**config.mk**
```make
export PLATFORM = sky130hd
export DESIGN_NAME = scaler_sequencer
export DESIGN_NICKNAME = d
export VERILOG_FILES = /design/src/rtl/scaler_pkg.sv /design/src/rtl/scaler_sequencer_pix_out_stage.sv /design/src/rtl/scaler_sequencer.sv
export SDC_FILE = /design/constraint.sdc
export NUM_CORES = 1
export LEC_CHECK = 0
export CAP_MARGIN = 20
export CORE_MARGIN = 2
export CORE_UTILIZATION = 44
export CTS_CLUSTER_DIAMETER = 200
export DETAILED_ROUTE_END_ITERATION = 12
export PLACE_DENSITY = 0.91
export SYNTH_ARGS = -nofsm -noshare
export SYNTH_HDL_FRONTEND = slang
export SYNTH_SLANG_ARGS = --single-unit
export TNS_END_PERCENT = 50
```
**constraint.sdc**
```tcl
create_clock -name clk_i -period 2.2 [get_ports clk_i]
set_clock_uncertainty 0.1 [all_clocks]
set_input_delay 0.44 -clock clk_i [delete_from_list [all_inputs] [get_ports clk_i]]
set_output_delay 0.44 -clock clk_i [all_outputs]
set_load 0.005 [all_outputs]
```
**src/rtl/scaler_pkg.sv**
```systemverilog
// Shared types and sizes for the down-scaler sequencer.
// SCALER_WATCHDOG_EN (optional) adds a CAPTURE timeout to the top level.
package scaler_pkg;

    localparam int NUM_PIX = 400;
    localparam int ADDR_W  = 9;
    localparam int PIX_W   = 32;
    localparam int CNT_W   = 16;

    typedef enum logic [2:0] {
        IDLE    = 3'd0,
        ARM     = 3'd1,
        CAPTURE = 3'd2,
        READOUT = 3'd3,
        DRAIN   = 3'd4
    } seq_state_e;

    // Plain-vector aliases so the FSM register stays a simple logic vector.
    localparam logic [2:0] ST_IDLE    = IDLE;
    localparam logic [2:0] ST_ARM     = ARM;
    localparam logic [2:0] ST_CAPTURE = CAPTURE;
    localparam logic [2:0] ST_READOUT = READOUT;
    localparam logic [2:0] ST_DRAIN   = DRAIN;

    function automatic logic isLastIndex(input logic [ADDR_W-1:0] addr);
        return addr == ADDR_W'(NUM_PIX - 1);
    endfunction

endpackage

```
**src/rtl/scaler_sequencer_pix_out_stage.sv**
```systemverilog
// One-entry valid/ready output register carrying a pixel and its last flag.
// Macro SCALER_WATCHDOG_EN has no effect on this stage.
module pix_out_stage
    import scaler_pkg::*;
#(
    parameter int W = PIX_W
) (
    input  logic         clk_i,
    input  logic         reset_i,
    input  logic         load_i,
    input  logic [W-1:0] data_i,
    input  logic         last_i,
    input  logic         ready_i,
    output logic [W-1:0] data_o,
    output logic         valid_o,
    output logic         last_o
);

    logic [W-1:0] data_q;
    logic         valid_q;
    logic         last_q;

    // A load always wins; otherwise an accepted beat empties the register.
    always_ff @(posedge clk_i) begin
        if (reset_i) begin
            data_q  <= '0;
            valid_q <= 1'b0;
            last_q  <= 1'b0;
        end else if (load_i) begin
            data_q  <= data_i;
            valid_q <= 1'b1;
            last_q  <= last_i;
        end else if (ready_i) begin
            valid_q <= 1'b0;
            last_q  <= 1'b0;
        end
    end

    assign data_o  = data_q;
    assign valid_o = valid_q;
    assign last_o  = last_q;

endmodule

```
**src/rtl/scaler_sequencer.sv**
```systemverilog
// Arms the down-scaler on a frame, enables its write phase, then streams its buffer out.
// Define SCALER_WATCHDOG_EN to bound the time spent waiting for the scaler in CAPTURE.
module scaler_sequencer
    import scaler_pkg::*;
#(
    parameter int unsigned WATCHDOG_CYCLES = 2_000_000
)
(
    input  logic              clk_i,
    input  logic              reset_i,
    input  logic              start_i,
    input  logic              continuous_i,
    input  logic              frame_valid_i,
    input  logic              scaler_done_i,
    output logic              scaler_write_o,
    output logic              scaler_read_o,
    output logic [ADDR_W-1:0] scaler_addr_o,
    input  logic [PIX_W-1:0]  pix_i,
    output logic [PIX_W-1:0]  pix_out_o,
    output logic              pix_valid_o,
    input  logic              pix_ready_i,
    output logic              pix_last_o,
    output logic              busy_o,
    output logic              frame_error_o,
    output logic [CNT_W-1:0]  frame_count_o
);

    logic [2:0]        state_q, state_d;
    logic [ADDR_W-1:0] addr_q, addr_d;
    logic [CNT_W-1:0]  count_q, count_d;
    logic              error_q, error_d;
    logic              fvPrev_q;
    logic              fvRise, fvFall;
    logic              load, loadLast;
    logic              timeout;

    assign fvRise   = frame_valid_i & ~fvPrev_q;
    assign fvFall   = ~frame_valid_i & fvPrev_q;
    assign loadLast = isLastIndex(addr_q);

`ifdef SCALER_WATCHDOG_EN
    logic [31:0] wdog_q;

    // Held at zero outside CAPTURE, so every entry starts a fresh count.
    always_ff @(posedge clk_i) begin
        if (reset_i || state_q != ST_CAPTURE) begin
            wdog_q <= '0;
        end else begin
            wdog_q <= wdog_q + 32'd1;
        end
    end

    assign timeout = (state_q == ST_CAPTURE) && (wdog_q == WATCHDOG_CYCLES - 32'd1);
`else
    assign timeout = 1'b0;
`endif

    always_comb begin
        state_d = state_q;
        addr_d  = addr_q;
        count_d = count_q;
        error_d = 1'b0;
        load    = 1'b0;
        case (state_q)
            ST_IDLE: begin
                if (start_i) state_d = ST_ARM;
            end
            ST_ARM: begin
                if (fvRise) state_d = ST_CAPTURE;
            end
            ST_CAPTURE: begin
                // scaler_done outranks both a frame abort and a watchdog expiry.
                if (scaler_done_i) begin
                    state_d = ST_READOUT;
                end else if (fvFall) begin
                    error_d = 1'b1;
                    state_d = ST_ARM;
                end else if (timeout) begin
                    error_d = 1'b1;
                    state_d = ST_IDLE;
                end
            end
            ST_READOUT: begin
                if (!pix_valid_o || pix_ready_i) begin
                    load = 1'b1;
                    if (loadLast) begin
                        addr_d  = '0;
                        state_d = ST_DRAIN;
                    end else begin
                        addr_d = addr_q + ADDR_W'(1);
                    end
                end
            end
            ST_DRAIN: begin
                if (pix_valid_o && pix_ready_i) begin
                    count_d = count_q + CNT_W'(1);
                    state_d = continuous_i ? ST_ARM : ST_IDLE;
                end
            end
            default: state_d = ST_IDLE;
        endcase
    end

    always_ff @(posedge clk_i) begin
        if (reset_i) begin
            state_q  <= ST_IDLE;
            addr_q   <= '0;
            count_q  <= '0;
            error_q  <= 1'b0;
            fvPrev_q <= 1'b0;
        end else begin
            state_q  <= state_d;
            addr_q   <= addr_d;
            count_q  <= count_d;
            error_q  <= error_d;
            fvPrev_q <= frame_valid_i;
        end
    end

    pix_out_stage #(
        .W(PIX_W)
    ) u_stage (
        .clk_i  (clk_i),
        .reset_i(reset_i),
        .load_i (load),
        .data_i (pix_i),
        .last_i (loadLast),
        .ready_i(pix_ready_i),
        .data_o (pix_out_o),
        .valid_o(pix_valid_o),
        .last_o (pix_last_o)
    );

    assign scaler_write_o = (state_q == ST_CAPTURE);
    assign scaler_read_o  = (state_q == ST_READOUT);
    assign scaler_addr_o  = addr_q;
    assign busy_o         = (state_q != ST_IDLE);
    assign frame_error_o  = error_q;
    assign frame_count_o  = count_q;

endmodule

```
run_1/met1.png
(4 px per um) Supply wires on this layer in grey.
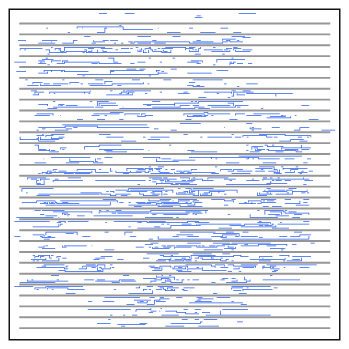
longest straight run: 21.6 um
wire length on this layer: 2770 um
met1 Use GR: 22.81%
total via count after detailed routing: 2658

run_1/met2.png
(3 px per um)
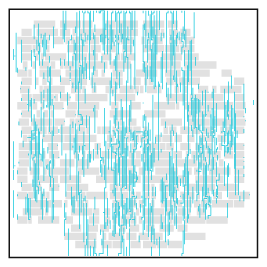
nets with wire on the layer: 403
share of all routed wire: 50%
longest straight run: 27.2 um
main direction: vertical
detailed-route wire length: 7024 um
global routing usage on met2: 36.69%

==> impl_table.tex, run 1 <==
% Yosys + OpenROAD metrics
\begin{tabular}{lr}
\hline
Metric & Value \\
\hline
\multicolumn{2}{l}{\textbf{Outcome}} \\
\quad Result of the run & finished clean \\
\multicolumn{2}{l}{\textbf{Hold path}} \\
\quad Start point of the worst hold path & u\_stage.data\_o[21] \\
\quad Hold Path Cell Cnt & 2 \\
\quad Min-Delay Endpoint & u\_stage.data\_o[21] \\
\quad Kind of path behind the tightest hold check & reg -> reg \\
\multicolumn{2}{l}{\textbf{Cells and area}} \\
\quad Commonest non-fill, non-tap cells in the layout & 99 x sky130\_fd\_sc\_hd\_\_clkdlybuf4s50\_1, 72 x sky130\_fd\_sc\_hd\_\_nand2\_1, 61 x sky130\_fd\_sc\_hd\_\_dfxtp\_1 \\
\quad Number of clock buffers in the layout & 9 \\
\quad Multi-input combinational cell area & between 1000 and 1500 um\^{}2 \\
\quad Largest contributor to cell area by class & multi-input combinational cells \\
\quad Share of cell area taken by flip-flops and latches & 31.57\% \\
\quad Invs w/o clock & 6 \\
\quad Area delta synth->final & 51.70\% \\
\quad Layout cell share with drive strength beyond 1 & between 10\% and 20\% \\
\quad Tally of filler cells in the layout & 467 \\
\quad Count of sequential standard cells & approximately 64 \\
\quad Number of nets in the final layout & 469 \\
\quad Most common cell after layout, fill and taps aside & sky130\_fd\_sc\_hd\_\_clkdlybuf4s50\_1 \\
\quad Share of final layout cell area taken by non-clock buffers & a little over a quarter \\
\quad Clk tree area frac & under 10\% \\
\quad Filler-free cell count of the finished design & a little over 500 \\
\quad Count of plain and timing-repair buffers & approximately 110 \\
\quad Seq. cell area & 1290 um\^{}2 \\
\quad Final cell area excluding filler cells & 4086 um\^{}2 \\
\quad Multi-input logic portion of the cell area & 32.12\% \\
\quad Diodes inserted & 0 \\
\quad Combinational gates & about 230 \\
\quad Post-layout util & 69.02\% \\
\multicolumn{2}{l}{\textbf{Logic synthesis}} \\
\quad Mapped cell area & around 2700 um\^{}2 \\
\quad Share of the synthesized area in the top cell type & between 40\% and 50\% \\
\quad Top cell type by total area after synthesis & sky130\_fd\_sc\_hd\_\_dfxtp\_1 \\
\quad Main kind of combinational logic by area & simple AND/OR/NAND/NOR gates \\
\quad Async S/R FF share, synth & 0\% \\
\quad Synth warnings & 0 \\
\quad Distinct cell type count of the synthesized netlist & 46 \\
\quad Total of flip-flops plus latches after synthesis & about 64 \\
\quad Mux area share & less than 1\% \\
\quad Sequential element share of the synthesized area & between 40\% and 50\% \\
\quad Ys flop type & sky130\_fd\_sc\_hd\_\_dfxtp\_1 \\
\quad Top cells by area & sky130\_fd\_sc\_hd\_\_dfxtp\_1 48\%, sky130\_fd\_sc\_hd\_\_nand2\_1 10\%, sky130\_fd\_sc\_hd\_\_a21oi\_1 8.5\%, sky130\_fd\_sc\_hd\_\_nor2\_1 2.9\%, sky130\_fd\_sc\_hd\_\_xor2\_1 2.6\% \\
\quad Post-synth EDFFs & 0 \\
\quad Mean instance size in the synthesized netlist & 8.340 um\^{}2 \\
\quad Post-Synth AOI/OAI Area & between 10\% and 20\% \\
\quad Cell count in the Yosys report & approximately 320 \\
\quad Synthesized-area fraction occupied by and/or/nand/nor cells & 28.52\% \\
\quad Area fraction in full adders, half adders and majority gates & 0.9289\% \\
\quad Number of instances in the synthesized netlist & $\sim$320 \\
\quad XOR/XNOR share of the synthesized area & about 4.9\% \\
\quad Number of nets at floorplan & 364 \\
\quad Yosys synthesis chip area & between 2000 and 3000 um\^{}2 \\
\multicolumn{2}{l}{\textbf{Clock network}} \\
\quad Clock input transition at the sequential cells of the worst setup and hold paths & 0.08 ns \\
\quad Maximum level of the CTS H-tree & 3 \\
\quad Master cell of the clock root buffer & sky130\_fd\_sc\_hd\_\_clkbuf\_8 \\
\quad Hold buffer count at CTS & 0 \\
\quad Clock latency at the later pin of the worst-skew pair & 0.34 ns \\
\quad Clock tree buffer depth & 2 \\
\quad TritonCTS clock tree & built \\
\quad Number of CTS-inserted buffers & 9 \\
\quad Number of cells upsized or downsized after cts & 5 \\
\quad Setup fix buffers added after clock tree synthesis & 0 \\
\quad Sinks on Clock Net & between 60 and 70 \\
\multicolumn{2}{l}{\textbf{Floorplan}} \\
\quad Core region area & 5921 um\^{}2 \\
\quad Ports placed on the boundary & just over 100 \\
\quad Die width & between 80 and 90 um \\
\quad DIE HEIGHT & $\sim$82 um \\
\quad Floorplan row count & 28 \\
\quad Die footprint & approximately 6800 um\^{}2 \\
\quad FP Core Util & 45.50\% \\
\quad Number of well taps & 75 \\
\multicolumn{2}{l}{\textbf{Placed design}} \\
\quad Total cell area at the placement stage & 3812 um\^{}2 \\
\quad HPWL after detailed placement & approximately 5000 um \\
\quad PortBufs & just over 100 \\
\quad Worst Setup Slack post-DPL & 0.05774 ns \\
\quad Final RePlAce weighted congestion & 0.8223 \\
\quad Placed Cells incl. Taps & 492 \\
\multicolumn{2}{l}{\textbf{Global routing}} \\
\quad Met3 Usage GRT & 9.674\% \\
\quad Maximum number of pins on one net before global-route repair & 35 \\
\quad Via count of the first global-routing pass & roughly 2500 \\
\quad First-pass GRT wire length & 10790 um \\
\quad Initial antenna violation count & 0 \\
\quad Global-route layer with the greatest usage & met2 \\
\quad Global route total overflow & 0 \\
\quad Global router's overall resource usage & between 20\% and 30\% \\
\multicolumn{2}{l}{\textbf{Power and ir drop}} \\
\quad Leakage power of the design & 0.001448 uW \\
\quad Largest vdd supply drop & around 0.48 mV \\
\quad Cell Pwr Density & between 600 and 700 nW/um\^{}2 \\
\quad Overall power & between 2000 and 3000 uW \\
\multicolumn{2}{l}{\textbf{Worst setup path}} \\
\quad Terminus of the critical flop-to-flop path & scaler\_addr\_o[3] \\
\quad Critical Path End Type & output pin \\
\quad Critical path class & reg -> out \\
\quad CP startpoint kind & register \\
\quad Reg2reg path depth & 4 \\
\quad Start of the worst register-to-register path & scaler\_addr\_o[4] \\
\quad Required time at the worst-slack endpoint & $\sim$1.7 ns \\
\quad Worst-case register-to-register setup slack & between 0.3 and 0.4 ns \\
\quad Critical-path maximum fanout & 9 \\
\quad Worst EP arrival & around 1.6 ns \\
\multicolumn{2}{l}{\textbf{Routing}} \\
\quad Routed len/inst & approximately 14 um \\
\quad Detailed Route Iter0 Violations & approximately 130 \\
\quad Number of routed nets with antenna violations & 0 \\
\quad Number of remaining DRC errors & 0 \\
\quad Routed vias/inst & between 5 and 6 \\
\quad First-pass detailed-route iteration total & 4 \\
\multicolumn{2}{l}{\textbf{Timing}} \\
\quad Headroom to the max-slew limit & 63.02\% \\
\quad Slew at the pin with the worst max-slew slack & 0.5546 ns \\
\quad Pins Over Slew Limit & 0 \\
\quad Period Utilization, post-route & between 90\% and 100\% \\
\quad Max Freq & between 400 and 500 MHz \\
\quad Number of hold violations in the final report & 0 \\
\quad Time the worst path needs with I/O delays and setup & 2.141 ns \\
\quad \# setup viols final & 0 \\
\quad Final worst-path setup slack & between 0.05 and 0.06 ns \\
\multicolumn{2}{l}{\textbf{Job}} \\
\quad Total of max-cap violations & 0 \\
\quad Tool Warnings & 26 \\
\hline
\end{tabular}
run_1/met3.png
(4 px per um)
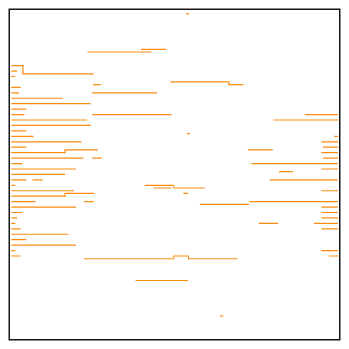
nets with wire on the layer: 65
wire length on this layer: 627 um
longest straight run: 22.3 um
main direction: horizontal

==> run 1: power breakdown <==
| group | switching, uW | internal [uW] | leakage (uW) | total [uW] |
|---|---|---|---|---|
| clock | 473 | 751 | 0.000108 | 1220 |
| sequential | 17.9 | 1180 | 0.000518 | 1190 |
| combinational | 82.5 | 126 | 0.000822 | 208 |
| total | 574 | 2050 | 0.00145 | 2630 |
==> run 1: through the flow <==
step           hold WS [ns]  setup TNS [ns]
4_1_cts              0.3578               0
3_5_place_dp         0.3466               0
6_report             0.3543               0
5_1_grt              0.3709       -0.001735
2_1_floorplan        0.3527               0
3_3_place_gp         0.3412               0
==> run 1: sequential cells by signal (all words and copies together) (netlist names) <==
| register | flops |
|---|---|
| frame_count_o | 16 |
| u_stage.data_o | 32 |
| frame_error_o | 1 |
| u_stage.valid_o | 1 |
| fvPrev_q | 1 |
| scaler_addr_o | 9 |
| u_stage.last_o | 1 |
| state_q | 3 |
==> run 1: layer usage <==
| metal | vias up | wire length (um) |
|---|---|---|
| met5 | - | 0 |
| met4 | 0 | 78 |
| met3 | 11 | 627 |
| met2 | 91 | 3547 |
| met1 | 1238 | 2772 |
| li1 | 1318 | - |
==> run 1: cells in the mapped netlist, types with 2 or more instances <==
cell type                  count
sky130_fd_sc_hd__nor2b_1       5
sky130_fd_sc_hd__xor2_1        8
sky130_fd_sc_hd__nand3b_1      2
sky130_fd_sc_hd__nor4b_1       2
sky130_fd_sc_hd__nand2_1      73
sky130_fd_sc_hd__o31ai_1       3
sky130_fd_sc_hd__o21bai_1      2
sky130_fd_sc_hd__and4_1        3
sky130_fd_sc_hd__or4_1         2
sky130_fd_sc_hd__nor3_1        4
sky130_fd_sc_hd__xnor2_1       7
sky130_fd_sc_hd__or3_1         2
sky130_fd_sc_hd__nand3_1       9
sky130_fd_sc_hd__buf_6         2
sky130_fd_sc_hd__nor4_1        2
sky130_fd_sc_hd__ha_1          2
sky130_fd_sc_hd__and3_1        6
sky130_fd_sc_hd__clkbuf_1      9
sky130_fd_sc_hd__nor2_1       21
sky130_fd_sc_hd__buf_2         6
sky130_fd_sc_hd__a211oi_1      2
sky130_fd_sc_hd__a21oi_1      46
sky130_fd_sc_hd__inv_1         6
sky130_fd_sc_hd__o21ai_0       5
sky130_fd_sc_hd__or3_2         3
sky130_fd_sc_hd__nand4_1       8
sky130_fd_sc_hd__dfxtp_1      64
==> run 1: worst max path at each step <==
stage | cells past startpoint | slack, ns | to | start
CTS | 3 | 0.006 | busy_o | state_q[0]
floorplan | 6 | 0.40 | frame_count_o[13] | pix_ready_i
global placement | 5 | 0.09 | frame_count_o[13] | pix_ready_i
global route | 3 | -0.002 | scaler_read_o | state_q[2]
detailed placement | 5 | 0.06 | frame_count_o[13] | pix_ready_i
finish | 5 | 0.06 | scaler_write_o | state_q[0]
==> run 1: critical path: stages, from the launching register on <==
cell                              delay, ns
sky130_fd_sc_hd__dfxtp_4               0.37
sky130_fd_sc_hd__buf_4                 0.17
sky130_fd_sc_hd__nor2_4                0.10
sky130_fd_sc_hd__nand2_2               0.07
sky130_fd_sc_hd__inv_1                 0.06
sky130_fd_sc_hd__clkdlybuf4s50_1       0.49
==> run 2, diff against run 1 <==
--- a/config.mk
+++ b/config.mk
@@ -8,6 +8,7 @@
 export CAP_MARGIN = 20
 export CORE_MARGIN = 2
 export CORE_UTILIZATION = 44
+export CTS_BUF_LIST = sky130_fd_sc_hd__clkbuf_4 sky130_fd_sc_hd__clkbuf_8 sky130_fd_sc_hd__clkbuf_16
 export CTS_CLUSTER_DIAMETER = 200
 export DETAILED_ROUTE_END_ITERATION = 12
 export PLACE_DENSITY = 0.91
run_2/met2.png
(3 px per um)
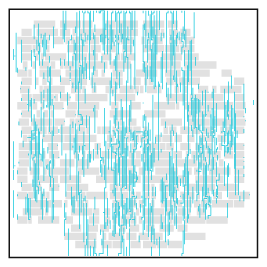
nets with wire on the layer: 403
share of all routed wire: 50%
longest straight run: 27.2 um
wire length on this layer: 3550 um
main direction: vertical

==> run 2 against run 1 <==
Net effect:
- die size is the same
- synthesized cell count unchanged
- critical path type unchanged
- total power did not move
- highest routed layer unchanged
- clock power hardly changed
- critical path depth is the same
- sequential cell count unchanged
- cell count unchanged
- largest power group unchanged
- fmax unchanged
==> impl_table.tex, run 2 <==
% Yosys + OpenROAD metrics
\begin{tabular}{lr}
\hline
Metric & Value \\
\hline
\multicolumn{2}{l}{\textbf{Power and ir drop}} \\
\quad Proportion of total power due to net switching & 21.84\% (unchanged) \\
\quad Logic gate share of total power & 7.9\% (about the same) \\
\quad Cell Pwr Density & 642.7 nW/um\^{}2 (unchanged) \\
\quad Part of the power in the clock network & 46.6\% (about the same) \\
\quad Share of power burned in registers & 45.4\% (about the same) \\
\quad Cell internal pwr & 2053 uW (unchanged) \\
\quad Net switching component of the power & 573.6 uW (unchanged) \\
\quad Largest vdd supply drop & 0.4763 mV (unchanged) \\
\quad Leakage power of the design & 0.001448 uW (unchanged) \\
\multicolumn{2}{l}{\textbf{Worst setup path}} \\
\quad Timing startpoint of the critical path & state\_q[0] \\
\quad CP startpoint kind & register \\
\quad Critical path class & reg -> out \\
\quad Worst EP arrival & 1.60 ns (about the same) \\
\quad Worst path slowest cell & sky130\_fd\_sc\_hd\_\_clkdlybuf4s50\_1 \\
\quad Required time at the worst-slack endpoint & 1.66 ns (about the same) \\
\quad Buffer and inverter count on the worst path & 3 (unchanged) \\
\quad Critical-path maximum fanout & 9 (unchanged) \\
\quad Maximum single-stage delay on the critical path & 0.49 ns (about the same) \\
\quad Family with the most delay on the worst path & buffers and inverters \\
\quad Critical Path End Type & output pin \\
\quad Cell-by-cell listing of the critical path & buf\_4, nor2\_4, nand2\_2, inv\_1, clkdlybuf4s50\_1 \\
\quad Start of the worst register-to-register path & scaler\_addr\_o[4] \\
\multicolumn{2}{l}{\textbf{Floorplan}} \\
\quad Die width & 82.25 um (unchanged) \\
\quad Floorplan row count & 28 (unchanged) \\
\quad Core region area & 5921 um\^{}2 (unchanged) \\
\quad Die footprint & 6764 um\^{}2 (unchanged) \\
\quad Ports placed on the boundary & 102 (unchanged) \\
\quad DIE HEIGHT & 82.25 um (unchanged) \\
\quad FP Core Util & 45.50\% (unchanged) \\
\multicolumn{2}{l}{\textbf{Timing}} \\
\quad Headroom to the max-slew limit & 63.02\% (unchanged) \\
\quad \# setup viols final & 0 (unchanged) \\
\quad Period Utilization, post-route & 97.31\% (unchanged) \\
\quad Slew at the pin with the worst max-slew slack & 0.5546 ns (unchanged) \\
\quad Final TNS setup & 0 ns (unchanged) \\
\quad Max Freq & 467.1 MHz (unchanged) \\
\quad Number of hold violations in the final report & 0 (unchanged) \\
\quad Pins Over Slew Limit & 0 (unchanged) \\
\quad Time the worst path needs with I/O delays and setup & 2.141 ns (unchanged) \\
\multicolumn{2}{l}{\textbf{Routing}} \\
\quad Total via count after detailed routing & 2658 (unchanged) \\
\quad Detailed Route Iter0 Violations & 132 (unchanged) \\
\quad Routed vias/inst & 5.232 (unchanged) \\
\quad Routed len/inst & 13.83 um (unchanged) \\
\quad Number of routed nets with antenna violations & 0 (unchanged) \\
\quad Detailed-route wire length & 7024 um (unchanged) \\
\quad First-pass detailed-route iteration total & 4 (unchanged) \\
\quad Number of remaining DRC errors & 0 (unchanged) \\
\multicolumn{2}{l}{\textbf{Clock network}} \\
\quad Clock tree buffer depth & 2 (unchanged) \\
\quad Maximum level of the CTS H-tree & 3 (unchanged) \\
\quad Number of CTS-inserted buffers & 9 (unchanged) \\
\quad Master cell of the clock root buffer & sky130\_fd\_sc\_hd\_\_clkbuf\_8 \\
\quad Clock input transition at the sequential cells of the worst setup and hold paths & 0.08 ns (about the same) \\
\quad Hold buffer count at CTS & 0 (unchanged) \\
\quad Sinks on Clock Net & 64 (unchanged) \\
\quad TritonCTS clock tree & built \\
\quad Clock latency at the later pin of the worst-skew pair & 0.34 ns (about the same) \\
\multicolumn{2}{l}{\textbf{Cells and area}} \\
\quad Filler-free cell count of the finished design & 508 (unchanged) \\
\quad Area delta synth->final & 51.70\% (unchanged) \\
\quad Commonest non-fill, non-tap cells in the layout & 99 x sky130\_fd\_sc\_hd\_\_clkdlybuf4s50\_1, 72 x sky130\_fd\_sc\_hd\_\_nand2\_1, 61 x sky130\_fd\_sc\_hd\_\_dfxtp\_1 \\
\quad Number of nets in the final layout & 469 (unchanged) \\
\quad Tally of filler cells in the layout & 467 (unchanged) \\
\quad Diodes inserted & 0 (unchanged) \\
\quad Seq. cell area & 1290 um\^{}2 (unchanged) \\
\quad Most common cell after layout, fill and taps aside & sky130\_fd\_sc\_hd\_\_clkdlybuf4s50\_1 \\
\quad Max reg flops & 32 (unchanged) \\
\quad Multi-input combinational cell area & 1313 um\^{}2 (unchanged) \\
\quad Layout cell share with drive strength beyond 1 & 10.39\% (unchanged) \\
\multicolumn{2}{l}{\textbf{Logic synthesis}} \\
\quad Mean instance size in the synthesized netlist & 8.340 um\^{}2 (unchanged) \\
\quad Synth cell count leaders & 73 x sky130\_fd\_sc\_hd\_\_nand2\_1, 64 x sky130\_fd\_sc\_hd\_\_dfxtp\_1, 46 x sky130\_fd\_sc\_hd\_\_a21oi\_1 \\
\quad Synth warnings & 0 (unchanged) \\
\quad Most instantiated library cell after synthesis & sky130\_fd\_sc\_hd\_\_nand2\_1 \\
\quad Number of instances in the synthesized netlist & 323 (unchanged) \\
\quad Yosys synthesis chip area & 2694 um\^{}2 (unchanged) \\
\quad Sequential element share of the synthesized area & 47.56\% (unchanged) \\
\quad Top cells by area & sky130\_fd\_sc\_hd\_\_dfxtp\_1 48\%, sky130\_fd\_sc\_hd\_\_nand2\_1 10\%, sky130\_fd\_sc\_hd\_\_a21oi\_1 8.5\%, sky130\_fd\_sc\_hd\_\_nor2\_1 2.9\%, sky130\_fd\_sc\_hd\_\_xor2\_1 2.6\% \\
\quad Total of flip-flops plus latches after synthesis & 64 (unchanged) \\
\quad Post-synth EDFFs & 0 (unchanged) \\
\quad Mapped cell area & 2694 um\^{}2 (unchanged) \\
\quad Top cell type by total area after synthesis & sky130\_fd\_sc\_hd\_\_dfxtp\_1 \\
\quad Ys flop type & sky130\_fd\_sc\_hd\_\_dfxtp\_1 \\
\quad Number of nets at floorplan & 364 (unchanged) \\
\quad Cell count in the Yosys report & 323 (unchanged) \\
\quad Distinct cell type count of the synthesized netlist & 46 (unchanged) \\
\quad Share of the synthesized area in the top cell type & 47.56\% (unchanged) \\
\quad Async S/R FF share, synth & 0\% (unchanged) \\
\multicolumn{2}{l}{\textbf{Global routing}} \\
\quad Initial antenna violation count & 0 (unchanged) \\
\quad Global router's overall resource usage & 20.97\% (unchanged) \\
\quad Maximum number of pins on one net before global-route repair & 35 (unchanged) \\
\quad First-pass GRT wire length & 10790 um (unchanged) \\
\quad Global route total overflow & 0 (unchanged) \\
\quad Via count of the first global-routing pass & 2462 (unchanged) \\
\multicolumn{2}{l}{\textbf{Job}} \\
\quad Tool Warnings & 26 (unchanged) \\
\quad Total of max-cap violations & 0 (unchanged) \\
\multicolumn{2}{l}{\textbf{Hold path}} \\
\quad Kind of path behind the tightest hold check & reg -> reg \\
\quad Start point of the worst hold path & u\_stage.data\_o[21] \\
\multicolumn{2}{l}{\textbf{Placed design}} \\
\quad PortBufs & 101 (unchanged) \\
\quad HPWL after detailed placement & 5007 um (unchanged) \\
\quad Placed Cells incl. Taps & 492 (unchanged) \\
\quad Final RePlAce weighted congestion & 0.8223 (unchanged) \\
\multicolumn{2}{l}{\textbf{Outcome}} \\
\quad Result of the run & finished clean \\
\hline
\end{tabular}
-- run 2: cell counts after synthesis --
Identical to the previous run, type by type.
-- run 2: path summary, 6_finish.rpt --
path                         to  slack (ns)  cells past startpoint
min reg2reg  u_stage.data_o[21]        0.35                      2
min          u_stage.data_o[21]        0.35                      2
max reg2reg    scaler_addr_o[3]        0.34                      4
max              scaler_write_o        0.06                      5
-- run 2: cell families after synthesis --
| group | count (synthesis) | synth area share [%] |
|---|---|---|
| simple gates | 152 | 28.52 |
| xor+xnor | 15 | 4.877 |
| compound gates | 64 | 13.24 |
| fa+ha+maj | 2 | 0.9288 |
| mux | 1 | 0.3716 |
| flops | 64 | 47.56 |
| buf+inv | 25 | 4.505 |
-- run 2: through the flow --
| stage | instance area (um^2) | hold slack, ns | util [%] | worst slack [ns] | total power (uW) |
|---|---|---|---|---|---|
| floorplan | 2694 | 0.3527 | - | 0.4013 | 1298 |
| global placement | 3812 | 0.3412 | 64.39 | 0.09169 | 1419 |
| detailed placement | 3812 | 0.3466 | 64.39 | 0.05774 | 1423 |
| CTS | 4071 | 0.3578 | 68.77 | 0.006270 | 2647 |
| global route | 4086 | 0.3709 | 69.02 | -0.001735 | 2717 |
| finish | 4086 | 0.3543 | 69.02 | 0.05908 | 2626 |
-- run 2: repair_timing --
| item | CTS | global route |
|---|---|---|
| gates resized | 5 | 6 |
| pin swaps | 0 | 0 |
| buffers inserted | 0 | 0 |
| setup endpoints to repair | 3 | 3 |
-- run 2: area by class of cell --
type / count / share of cell area (%)
Inverter: 6 / 0.5511
Tap cell: 75 / 2.296
Clock buffer: 9 / 3.031
Multi-Input combinational cell: 234 / 32.12
Sequential cell: 64 / 31.57
Timing Repair Buffer: 113 / 27.50
Clock inverter: 7 / 2.939
-- run 2: metal layers --
metal  GRT usage, %  routed length [um]
met1          22.81                2772
met2          36.69                3547
met3          9.674                 627
met4          5.500                  78
met5              0                   0
-- run 2: tightest hold or removal path: cells and delay by family (launching register included) --
kind            cells  cell delay (ns)
compound gates      1             0.05
flops               1             0.31
simple gates        1             0.05
-- run 2: power by group through the flow --
stage | registers, uW | logic [uW] | clock network [uW]
after floorplan | 1210 | 84.5 | 0
after detailed placement | 1220 | 205 | 0
after global placement | 1220 | 202 | 0
after CTS | 1190 | 207 | 1250
after global routing | 1190 | 227 | 1290
final | 1190 | 208 | 1220
==> run 3, diff against run 2 <==
--- a/config.mk
+++ b/config.mk
@@ -11,6 +11,7 @@
 export CTS_BUF_LIST = sky130_fd_sc_hd__clkbuf_4 sky130_fd_sc_hd__clkbuf_8 sky130_fd_sc_hd__clkbuf_16
 export CTS_CLUSTER_DIAMETER = 200
 export DETAILED_ROUTE_END_ITERATION = 12
+export GPL_TIMING_DRIVEN = 0
 export PLACE_DENSITY = 0.91
 export SYNTH_ARGS = -nofsm -noshare
 export SYNTH_HDL_FRONTEND = slang
run_3/met3.png
(4 px per um)
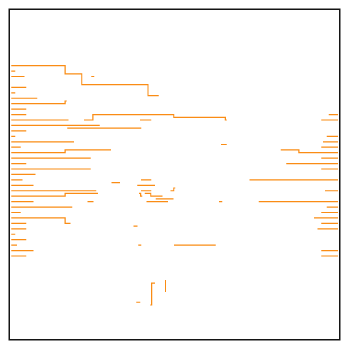
main direction: horizontal
share of all routed wire: 7.9%
wire length on this layer: 554 um
longest straight run: 21.8 um
met3 Usage GRT: 6.522%
total via count after detailed routing: 2692

==> run 3 against run 2 <==
Net effect:
- first-iteration DRC count is 19% lower
- clock-buffer cell count stayed put
- synthesized area stayed put
- clock power is 9% higher
- register-to-register slack worse by 0.06 ns
- worst setup slack worse by 0.027 ns
- worst hold slack better by 0.00058 ns
- sequential share of layout area is 0.058 points lower
- sequential power hardly changed
- synthesized cell count stayed put
- global-route usage is 0.45 points lower
- critical path depth is 2 lower
- largest cell class unchanged
- highest routed layer unchanged
==> impl_table.tex, run 3 <==
% Yosys + OpenROAD metrics
\begin{tabular}{lr}
\hline
Metric & Value \\
\hline
\multicolumn{2}{l}{\textbf{Timing}} \\
\quad Slew at the pin with the worst max-slew slack & 0.5547 ns (+0.00003570 ns) \\
\quad Headroom to the max-slew limit & 62.88\% (-0.14 points) \\
\quad Pins Over Slew Limit & 0 (unchanged) \\
\quad Period Utilization, post-route & 98.55\% (+1.2 points) \\
\quad Time the worst path needs with I/O delays and setup & 2.168 ns (+0.02724 ns) \\
\quad \# setup viols final & 0 (unchanged) \\
\quad Number of hold violations in the final report & 0 (unchanged) \\
\quad Unrepaired setup endpoints after global routing & true \\
\quad Max Freq & 461.2 MHz (-1.3\%) \\
\multicolumn{2}{l}{\textbf{Clock network}} \\
\quad Number of CTS-inserted buffers & 9 (unchanged) \\
\quad Clock latency at the later pin of the worst-skew pair & 0.33 ns (about the same) \\
\quad Clock tree buffer depth & 2 (unchanged) \\
\quad Setup fix buffers added after clock tree synthesis & 0 (unchanged) \\
\quad Master cell of the clock root buffer & sky130\_fd\_sc\_hd\_\_clkbuf\_8 \\
\quad Maximum level of the CTS H-tree & 3 (unchanged) \\
\quad Sinks on Clock Net & 64 (unchanged) \\
\quad Hold buffer count at CTS & 0 (unchanged) \\
\quad TritonCTS clock tree & built \\
\quad Clock input transition at the sequential cells of the worst setup and hold paths & 0.08 ns (about the same) \\
\multicolumn{2}{l}{\textbf{Routing}} \\
\quad Routed vias/inst & 5.248 (+0.29\%) \\
\quad Detailed Route Iter0 Violations & 107 (-19\%) \\
\quad First-pass detailed-route iteration total & 4 (unchanged) \\
\quad Number of routed nets with antenna violations & 0 (unchanged) \\
\quad Number of remaining DRC errors & 0 (unchanged) \\
\quad Detailed-route wire length & 7048 um (+0.34\%) \\
\quad Routed len/inst & 13.74 um (-0.64\%) \\
\multicolumn{2}{l}{\textbf{Logic synthesis}} \\
\quad Mux area share & 0.3716\% (unchanged) \\
\quad Most instantiated library cell after synthesis & sky130\_fd\_sc\_hd\_\_nand2\_1 \\
\quad Area fraction in full adders, half adders and majority gates & 0.9289\% (unchanged) \\
\quad Mapped cell area & 2694 um\^{}2 (unchanged) \\
\quad Synthesized-area fraction occupied by and/or/nand/nor cells & 28.52\% (unchanged) \\
\quad Synth cell count leaders & 73 x sky130\_fd\_sc\_hd\_\_nand2\_1, 64 x sky130\_fd\_sc\_hd\_\_dfxtp\_1, 46 x sky130\_fd\_sc\_hd\_\_a21oi\_1 \\
\quad Post-synth EDFFs & 0 (unchanged) \\
\quad XOR/XNOR share of the synthesized area & 4.877\% (unchanged) \\
\quad Main kind of combinational logic by area & simple AND/OR/NAND/NOR gates \\
\quad Mean instance size in the synthesized netlist & 8.340 um\^{}2 (unchanged) \\
\quad Async S/R FF share, synth & 0\% (unchanged) \\
\quad Total of flip-flops plus latches after synthesis & 64 (unchanged) \\
\quad Post-Synth AOI/OAI Area & 13.24\% (unchanged) \\
\quad Cell count in the Yosys report & 323 (unchanged) \\
\quad Yosys synthesis chip area & 2694 um\^{}2 (unchanged) \\
\quad Sequential element share of the synthesized area & 47.56\% (unchanged) \\
\quad Share of the synthesized area in the top cell type & 47.56\% (unchanged) \\
\quad Top cell type by total area after synthesis & sky130\_fd\_sc\_hd\_\_dfxtp\_1 \\
\quad Top cells by area & sky130\_fd\_sc\_hd\_\_dfxtp\_1 48\%, sky130\_fd\_sc\_hd\_\_nand2\_1 10\%, sky130\_fd\_sc\_hd\_\_a21oi\_1 8.5\%, sky130\_fd\_sc\_hd\_\_nor2\_1 2.9\%, sky130\_fd\_sc\_hd\_\_xor2\_1 2.6\% \\
\quad Number of instances in the synthesized netlist & 323 (unchanged) \\
\quad Synth warnings & 0 (unchanged) \\
\quad Distinct cell type count of the synthesized netlist & 46 (unchanged) \\
\quad Number of nets at floorplan & 364 (unchanged) \\
\quad Ys flop type & sky130\_fd\_sc\_hd\_\_dfxtp\_1 \\
\multicolumn{2}{l}{\textbf{Global routing}} \\
\quad Global-route layer with the greatest usage & met2 \\
\quad Global router's overall resource usage & 20.52\% (-0.45 points) \\
\quad Initial antenna violation count & 0 (unchanged) \\
\quad Via count of the first global-routing pass & 2379 (-3.4\%) \\
\quad First-pass GRT wire length & 10750 um (-0.38\%) \\
\quad Global routing usage on met2 & 33.55\% (-3.1 points) \\
\quad Global route total overflow & 0 (unchanged) \\
\quad Maximum number of pins on one net before global-route repair & 13 (-63\%) \\
\quad Met1 Use GR & 24.93\% (+2.1 points) \\
\multicolumn{2}{l}{\textbf{Job}} \\
\quad Total of max-cap violations & 0 (unchanged) \\
\quad Tool Warnings & 27 (+3.8\%) \\
\multicolumn{2}{l}{\textbf{Floorplan}} \\
\quad Ports placed on the boundary & 102 (unchanged) \\
\quad Core region area & 5921 um\^{}2 (unchanged) \\
\quad Die width & 82.25 um (unchanged) \\
\quad Die footprint & 6764 um\^{}2 (unchanged) \\
\quad FP Core Util & 45.50\% (unchanged) \\
\quad Floorplan row count & 28 (unchanged) \\
\quad DIE HEIGHT & 82.25 um (unchanged) \\
\multicolumn{2}{l}{\textbf{Cells and area}} \\
\quad Number of nets in the final layout & 474 (+1.1\%) \\
\quad Max reg flops & 32 (unchanged) \\
\quad Filler-free cell count of the finished design & 513 (+0.98\%) \\
\quad Post-layout util & 68.74\% (-0.27 points) \\
\quad Diodes inserted & 0 (unchanged) \\
\quad Commonest non-fill, non-tap cells in the layout & 99 x sky130\_fd\_sc\_hd\_\_clkdlybuf4s50\_1, 73 x sky130\_fd\_sc\_hd\_\_nand2\_1, 63 x sky130\_fd\_sc\_hd\_\_dfxtp\_1 \\
\quad Layout cell share with drive strength beyond 1 & 8.447\% (-1.9 points) \\
\quad Most common cell after layout, fill and taps aside & sky130\_fd\_sc\_hd\_\_clkdlybuf4s50\_1 \\
\quad Area delta synth->final & 51.09\% \\
\multicolumn{2}{l}{\textbf{Power and ir drop}} \\
\quad Cell Pwr Density & 670.6 nW/um\^{}2 (+4.3\%) \\
\quad Largest vdd supply drop & 0.5476 mV (+15\%) \\
\quad Leakage power of the design & 0.001440 uW (-0.60\%) \\
\multicolumn{2}{l}{\textbf{Worst setup path}} \\
\quad Worst EP arrival & 1.63 ns (+0.03 ns) \\
\quad CP startpoint kind & register \\
\quad Critical Path End Type & output pin \\
\quad Critical path class & reg -> out \\
\quad Required time at the worst-slack endpoint & 1.66 ns (about the same) \\
\quad Critical-path maximum fanout & 10 (+1) \\
\multicolumn{2}{l}{\textbf{Placed design}} \\
\quad Final RePlAce weighted congestion & 0.8399 (+2.1\%) \\
\quad Placed Cells incl. Taps & 497 (+1.0\%) \\
\quad HPWL after detailed placement & 5145 um (+2.8\%) \\
\quad PortBufs & 99 (-2.0\%) \\
\multicolumn{2}{l}{\textbf{Hold path}} \\
\quad Kind of path behind the tightest hold check & reg -> reg \\
\multicolumn{2}{l}{\textbf{Outcome}} \\
\quad Result of the run & finished clean \\
\hline
\end{tabular}
[run 3: cell counts after synthesis]
Identical to the previous run, type by type.
[run 3: cell families after synthesis]
logic type,after synthesis
AND-OR/OR-AND,64
AND/OR/NAND/NOR,152
multiplexers,1
buffers and inverters,25
flip-flops,64
XOR/XNOR,15
adder cells (fa/ha/maj),2
[run 3: final cells by class]
class | instances | area [um^2]
Fill cell | 481 | 1851
Multi-Input combinational cell | 234 | 1308
Sequential cell | 64 | 1282
Timing Repair Buffer | 99 | 991.0
Clock inverter | 7 | 143.9
Clock buffer | 9 | 123.9
Buffer | 19 | 105.1
Tap cell | 75 | 93.84
Inverter | 6 | 22.52
[run 3: report_power, final]
group,leakage [uW],switching [uW],internal [uW]
sequential,0.000517,13.3,1180
combinational,0.000797,90.7,124
clock,0.000126,457,869
total,0.00144,561,2170
[run 3: path summary, 6_finish.rpt]
kind	from	end	slack [ns]	cells after the start
min reg2reg	u_stage.data_o[20]	u_stage.data_o[20]	0.35	2
max reg2reg	state_q[1]	u_stage.data_o[5]	0.28	6
max	state_q[2]	busy_o	0.03	3
min	u_stage.data_o[20]	u_stage.data_o[20]	0.35	2
[run 3: worst max-delay path, cell delays in order, from the launching register on]
cell and delay (ns):
sky130_fd_sc_hd__dfxtp_1 0.34, sky130_fd_sc_hd__buf_4 0.18, sky130_fd_sc_hd__or3_1 0.34, sky130_fd_sc_hd__clkdlybuf4s50_1 0.45
[run 3: metrics by stage]
stage / TNS (ns) / hold WS, ns / setup WS (ns) / power, uW / cell area [um^2]
2_1_floorplan: 0 / 0.3527 / 0.4013 / 1298 / 2694
3_3_place_gp: 0 / 0.3404 / 0.2317 / 1416 / 3779
3_5_place_dp: 0 / 0.3459 / 0.2008 / 1421 / 3779
4_1_cts: 0 / 0.3565 / 0.005135 / 2746 / 4059
5_1_grt: -0.07482 / 0.3678 / -0.05720 / 2825 / 4070
6_report: 0 / 0.3549 / 0.03184 / 2729 / 4070
[run 3: repair_timing]
action / CTS / global route
setup endpoints to repair: 2 / 3
pin swaps: 0 / 0
resized: 5 / 5
[run 3: layer usage]
metal / share of wire, % / up-vias
met1: 41 / 1260
met5: 0 / -
met4: 1.3 / 0
met2: 50 / 92
met3: 7.8 / 10
li1: - / 1330
Power and IR drop assume default switching activity.
